**Routing congestion**

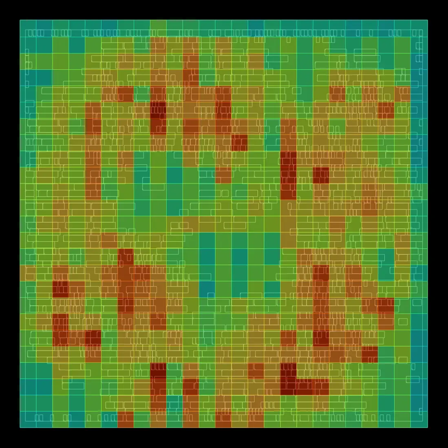
**Register map, names as in the netlist**

Scale bar: 50 um. Other sequential cells in the stronger grey, the rest of the logic in the fainter grey.
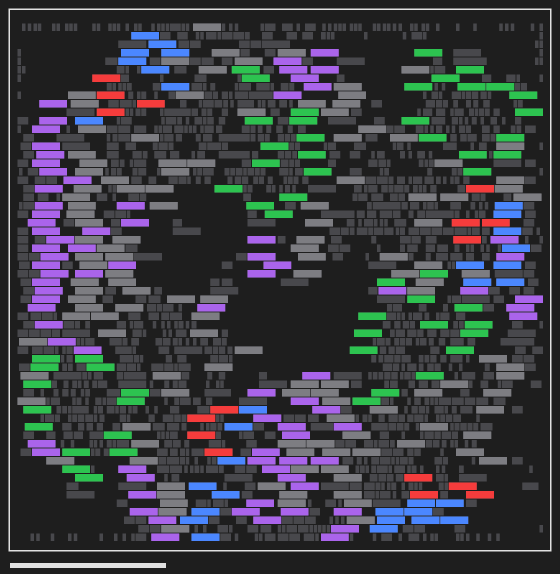
**Close-up of the layout**

Scale bar: 10 um. Window x 31 to 56, y 31 to 56 um. Cells in grey, sequential cells in the stronger grey; small squares are vias.
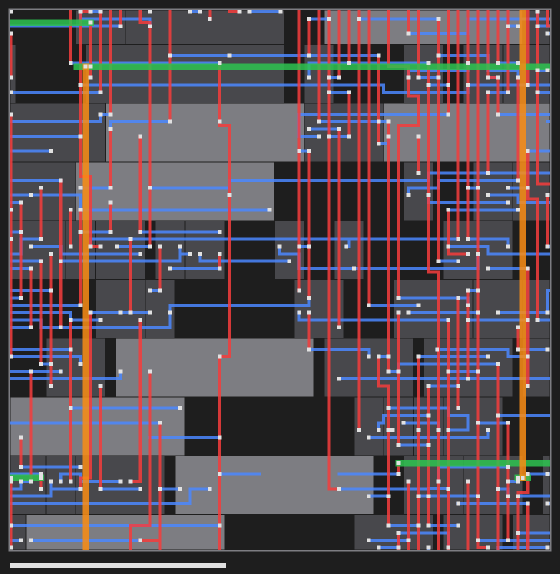
**Gate families picked out**

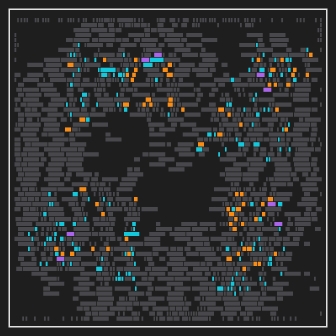
`src/rtl/ipsmacge_rxintf_mp.sv`:
```
// N-port GMII/MII/RGMII receive front end: pad retiming, SFD alignment, byte framing, length guard.
// Define IPSMACGE_RXINTF_STAT_EN to build the per-port good/bad frame counters.
module ipsmacge_rxintf_mp #(
   parameter int unsigned NPORT  = 4,
   parameter int unsigned DAT_DW = 8,
   parameter int unsigned MSP_DW = 2,
   parameter int unsigned LEN_DW = 14,
   parameter int unsigned MAXLEN = 1536
) (
   input  logic                      rxclk,
   input  logic                      rxrst_,
   input  logic [NPORT*DAT_DW-1:0]   rxhdat,
   input  logic [NPORT*DAT_DW-1:0]   rxldat,
   input  logic [NPORT-1:0]          rxhctl,
   input  logic [NPORT-1:0]          rxlctl,
   input  logic [NPORT-1:0]          rxherr,
   input  logic [NPORT-1:0]          rxlerr,
   input  logic [NPORT-1:0]          up_act,
   input  logic [NPORT-1:0]          up_gmii,
   input  logic [NPORT*MSP_DW-1:0]   up_mspd,
   input  logic                      up_pos,
   output logic [NPORT-1:0]          ogval,
   output logic [NPORT*DAT_DW-1:0]   ogdat,
   output logic [NPORT-1:0]          ogsof,
   output logic [NPORT-1:0]          ogeof,
   output logic [NPORT-1:0]          oger,
   output logic [NPORT*16-1:0]       stat_gfrm,
   output logic [NPORT*16-1:0]       stat_efrm
);

   localparam int unsigned NIB_DW = DAT_DW / 2;
   localparam int unsigned PAD_W  = 2 * DAT_DW + 4;
   localparam logic [DAT_DW-1:0] PRE_B = DAT_DW'(8'h55);
   localparam logic [DAT_DW-1:0] SFD_B = DAT_DW'(8'hD5);
   localparam logic [NIB_DW-1:0] PRE_N = NIB_DW'(4'h5);
   localparam logic [NIB_DW-1:0] SFD_N = NIB_DW'(4'hD);

   typedef enum logic [1:0] {S_IDLE, S_PRE, S_DATA, S_DROP} state_t;

   for (genvar g = 0; g < NPORT; g++) begin : gen_port
      logic [PAD_W-1:0]  r_pad_1, r_pad_2;
      logic [DAT_DW-1:0] w_h, w_l;
      logic              w_hctl, w_lctl, w_herr, w_lerr;
      state_t            r_state, n_state;
      logic              r_gmii, n_gmii;
      logic [MSP_DW-1:0] r_spd, n_spd;
      logic              r_p5, n_p5, r_half, n_half, r_ferr, n_ferr;
      logic [NIB_DW-1:0] r_lo, n_lo;
      logic [LEN_DW-1:0] r_len, n_len;
      logic              r_val, n_val, r_sof, n_sof, r_eof, n_eof, r_er, n_er;
      logic [DAT_DW-1:0] r_dat, n_dat;
      logic              w_gmii, w_g1000, w_act, w_dv, w_er, w_bval;
      logic [MSP_DW-1:0] w_spd;
      logic [DAT_DW-1:0] w_byte, w_bdat;
      logic [NIB_DW-1:0] w_nib;

      // Two-stage pad retiming
      always_ff @(posedge rxclk or negedge rxrst_) begin
         if (!rxrst_) begin
            r_pad_1 <= '0;
            r_pad_2 <= '0;
         end else begin
            r_pad_1 <= {rxhdat[g*DAT_DW +: DAT_DW], rxldat[g*DAT_DW +: DAT_DW],
                        rxhctl[g], rxlctl[g], rxherr[g], rxlerr[g]};
            r_pad_2 <= r_pad_1;
         end
      end
      assign {w_h, w_l, w_hctl, w_lctl, w_herr, w_lerr} = r_pad_2;

      // Live config while idle, frozen copy for the rest of the frame
      assign w_gmii  = (r_state == S_IDLE) ? up_gmii[g] : r_gmii;
      assign w_spd   = (r_state == S_IDLE) ? up_mspd[g*MSP_DW +: MSP_DW] : r_spd;
      assign w_g1000 = w_spd[MSP_DW-1];
      assign w_act   = up_act[g] && (w_spd != {MSP_DW{1'b1}});
      assign w_dv    = w_gmii ? (up_pos ? w_hctl : w_lctl) : w_hctl;
      assign w_er    = w_gmii ? (up_pos ? w_herr : w_lerr) : (w_hctl ^ w_lctl);
      assign w_byte  = w_gmii ? (up_pos ? w_h : w_l) : {w_l[NIB_DW-1:0], w_h[NIB_DW-1:0]};
      assign w_nib   = (w_gmii && !up_pos) ? w_l[NIB_DW-1:0] : w_h[NIB_DW-1:0];

      always_ff @(posedge rxclk or negedge rxrst_) begin
         if (!rxrst_) begin
            r_state <= S_IDLE;
            r_gmii  <= 1'b0;
            r_spd   <= '0;
            r_p5    <= 1'b0;
            r_half  <= 1'b0;
            r_ferr  <= 1'b0;
            r_lo    <= '0;
            r_len   <= '0;
            r_val   <= 1'b0;
            r_sof   <= 1'b0;
            r_eof   <= 1'b0;
            r_er    <= 1'b0;
            r_dat   <= '0;
         end else begin
            r_state <= n_state;
            r_gmii  <= n_gmii;
            r_spd   <= n_spd;
            r_p5    <= n_p5;
            r_half  <= n_half;
            r_ferr  <= n_ferr;
            r_lo    <= n_lo;
            r_len   <= n_len;
            r_val   <= n_val;
            r_sof   <= n_sof;
            r_eof   <= n_eof;
            r_er    <= n_er;
            r_dat   <= n_dat;
         end
      end

      always_comb begin
         n_state = r_state;
         n_gmii  = r_gmii;
         n_spd   = r_spd;
         n_p5    = r_p5;
         n_half  = r_half;
         n_ferr  = r_ferr;
         n_lo    = r_lo;
         n_len   = r_len;
         n_val   = 1'b0;
         n_sof   = 1'b0;
         n_eof   = 1'b0;
         n_er    = 1'b0;
         n_dat   = '0;
         w_bval  = 1'b0;
         w_bdat  = w_byte;
         if (!w_act) begin
            // Disabled port: close an open frame as bad, otherwise stay silent
            if (r_state == S_DATA) begin
               n_eof = 1'b1;
               n_er  = 1'b1;
            end
            n_state = S_IDLE;
         end else begin
            case (r_state)
               S_IDLE: begin
                  if (w_dv) begin
                     n_state = S_PRE;
                     n_gmii  = up_gmii[g];
                     n_spd   = up_mspd[g*MSP_DW +: MSP_DW];
                     n_p5    = (w_nib == PRE_N);
                  end
               end
               S_PRE: begin
                  n_half = 1'b0;
                  n_ferr = 1'b0;
                  n_len  = '0;
                  if (!w_dv) begin
                     n_state = S_IDLE;
                  end else if (w_g1000) begin
                     if (w_byte == SFD_B)      n_state = S_DATA;
                     else if (w_byte != PRE_B) n_state = S_DROP;
                  end else begin
                     if (w_nib == PRE_N)              n_p5    = 1'b1;
                     else if (w_nib == SFD_N && r_p5) n_state = S_DATA;
                     else                             n_state = S_DROP;
                  end
               end
               S_DATA: begin
                  if (!w_dv) begin
                     n_eof   = 1'b1;
                     n_er    = r_ferr | r_half;
                     n_state = S_IDLE;
                  end else begin
                     if (w_er) n_ferr = 1'b1;
                     if (w_g1000) begin
                        w_bval = 1'b1;
                     end else if (r_half) begin
                        w_bval = 1'b1;
                        w_bdat = {w_nib, r_lo};
                        n_half = 1'b0;
                     end else begin
                        n_lo   = w_nib;
                        n_half = 1'b1;
                     end
                     if (w_bval) begin
                        if (r_len == LEN_DW'(MAXLEN)) begin
                           n_eof   = 1'b1;
                           n_er    = 1'b1;
                           n_state = S_DROP;
                        end else begin
                           n_val = 1'b1;
                           n_dat = w_bdat;
                           n_sof = (r_len == '0);
                           n_len = r_len + LEN_DW'(1);
                        end
                     end
                  end
               end
               S_DROP: begin
                  if (!w_dv) n_state = S_IDLE;
               end
               default: n_state = S_IDLE;
            endcase
         end
      end

      assign ogval[g]                   = r_val;
      assign ogdat[g*DAT_DW +: DAT_DW]  = r_dat;
      assign ogsof[g]                   = r_sof;
      assign ogeof[g]                   = r_eof;
      assign oger[g]                    = r_er;

`ifdef IPSMACGE_RXINTF_STAT_EN
      logic [15:0] r_gcnt, r_ecnt;
      // Saturating frame counters, cleared only by reset
      always_ff @(posedge rxclk or negedge rxrst_) begin
         if (!rxrst_) begin
            r_gcnt <= '0;
            r_ecnt <= '0;
         end else begin
            if (r_eof && !r_er && r_gcnt != 16'hFFFF) r_gcnt <= r_gcnt + 16'd1;
            if (r_eof && r_er && r_ecnt != 16'hFFFF)  r_ecnt <= r_ecnt + 16'd1;
         end
      end
      assign stat_gfrm[g*16 +: 16] = r_gcnt;
      assign stat_efrm[g*16 +: 16] = r_ecnt;
`else
      assign stat_gfrm[g*16 +: 16] = 16'h0000;
      assign stat_efrm[g*16 +: 16] = 16'h0000;
`endif
   end

endmodule

```
`config.mk`:
```
export PLATFORM = sky130hd
export DESIGN_NAME = ipsmacge_rxintf_mp
export DESIGN_NICKNAME = d
export VERILOG_FILES = /design/src/rtl/ipsmacge_rxintf_mp.sv
export SDC_FILE = /design/constraint.sdc
export NUM_CORES = 1
export LEC_CHECK = 0
export CORE_MARGIN = 2
export CORE_UTILIZATION = 50
export CTS_BUF_LIST = sky130_fd_sc_hd__clkbuf_16
export CTS_CLUSTER_SIZE = 40
export DETAILED_ROUTE_END_ITERATION = 12
export PLACE_DENSITY = 0.84
export SLEW_MARGIN = 20
export SYNTH_ARGS = -nofsm -noshare
export SYNTH_HDL_FRONTEND = slang
export SYNTH_SLANG_ARGS = --single-unit
```
`constraint.sdc`:
```
create_clock -name rxclk -period 4.73 [get_ports rxclk]
set_input_delay 0.946 -clock rxclk [delete_from_list [all_inputs] [get_ports rxclk]]
set_output_delay 0.946 -clock rxclk [all_outputs]
set_load 0.01 [all_outputs]
```
==> results_slide.txt <==
Implementation Results

Synth
  – Cells after Synth: 1302
  – Biggest area cells: dfrtp_1 55%, buf_4 7.6%, mux2i_1 2.9%, mux2_2 2.8%, nand2_1 2.6%
  – Cell taking the most area after synthesis: dfrtp_1
  – Cell Area, Synth: 0.0142 mm2
  – # Cells Yosys: 1302

Global routing
  – Busiest grt layer: met2
  – Routing usage on met2: 32.5%
  – GRT Total Usage: 19.8%
  – Global-route wire length before repair: 49.0 mm

Layout
  – Antenna fix cells: 1
  – Post-route cell area: 0.0166 mm2
  – NonClk Buf Share: 9.29%
  – Clock buf/inv share: 6.74%
  – Sequential cell count: 312
  – # fillers: 2307

Power
  – Sw frac: 31.2%
  – Clock share of power: 35.6%
  – Clock network power: 2610 uW
  – Total Power: 7340 uW
  – Pwr top: registers
  – Switch Pwr: 2290 uW
  – Worst vdd ir: 0.345 mV
  – Combinational Power Share: 21.1%

Drt
  – Routed WL: 29.6 mm
  – Detailed-route vias per instance: 5.32
  – DRC: 0
  – Met1 Routed Length: 12.6 mm

Placed design
  – GP Congestion: 0.899
  – DP HPWL: 21.0 mm
  – Inst Count DP: 1770

Setup path
  – Critical path cell sequence: clkdlybuf4s50_1 -> or3b_4 -> a211oi_4 -> o211ai_2 -> and2_1 -> or4_1 -> mux2_1
  – Crit path DRT: 5.12 ns
  – CP peak stage delay: 0.52 ns
  – Critical Path Stages: 7
  – Critical path's slowest cell: clkdlybuf4s50_1
  – Worst setup path class: primary input to register

Floorplan
  – Die width: 173 um
  – Height of the die: 173 um
  – Core Footprint: 0.0279 mm2
  – Row cnt: 61
  – Core Util at FP: 51.0%

Clock network
  – Clk root buf: clkbuf_16
  – Max H-tree Level: 2
  – Number of gates resized after CTS: 0
  – Clk_lat worst skew: 0.51 ns
  – CTS Buf Count: 35

Timing
  – Fmax: 316 MHz
  – Worst slew pin tran: 0.897 ns
  – Final worst-path cycle share: 66.9%
  – Hold WS: 0.346 ns
  – Crit path time final: 3.17 ns
  – Final Hold Fails: 0

Status
  – Status: finished, final reports clean

Run
  – Max-cap viol count: 0

Hold path
  – Hold path cells: 0
About 'routing congestion':
Core Util, Final: 59.4%
M1 GR Usage: 26.5%

About 'register map, names as in the netlist':
gen_port.r_pad_1 -> purple  # placed flops 80
gen_port.r_len -> green  # placed flops 56, where spread over the die
gen_port.r_lo -> red  # placed flops 16, where spread over the die
gen_port.r_dat -> blue  # placed flops 32, where spread over the die
Seq/total area: 47.1%
sequential power: 3180 uW
FF+latch area: 0.00781 mm2

About 'close-up of the layout':
met3 -> green
met4 -> orange
met2 -> red
met1 -> blue
most frequent = dfrtp_1 (8), nand2_1 (5)
sequential cells in the window = 8
netlist names of flops here include = gen_port.r_len (4), gen_port.r_pad_2 (2)
cells with their middle in the window = 50

About 'gate families picked out':
adder and majority cells -> purple  # cells 8
NOR gates -> cyan  # cells 146, where spread over the die
AND and OR gates -> orange  # cells 69
most numerous logic cell after layout: dfrtp_1
Comb/total area: 33.2%
Post-Layout Cell Count: 1836

[cells by family after synthesis]
logic type	Yosys count	share of synthesized area, %
compound gates	263	12.7
xor+xnor	17	1.05
fa+ha+maj	8	0.703
buf+inv	227	9.88
flops	312	54.8
mux	84	6.31
other cells	1	0.0263
simple gates	390	14.6
[path summary, 6_finish.rpt]
path / startpoint / endpoint / slack (ns)
max: up_gmii[3] / gen_port[3].r_len[11] / 1.56
min: gen_port[1].r_pad_1[2] / gen_port[1].r_pad_2[2] / 0.35
max reg2reg: gen_port[3].r_state[1] / gen_port[3].r_len[11] / 1.79
min reg2reg: gen_port[1].r_pad_1[2] / gen_port[1].r_pad_2[2] / 0.35
max in group asynchronous: rxrst_ / gen_port[1].r_gmii / 3.18
min in group asynchronous: rxrst_ / gen_port[2].r_lo[1] / 0.45
Power and IR drop assume default switching activity.
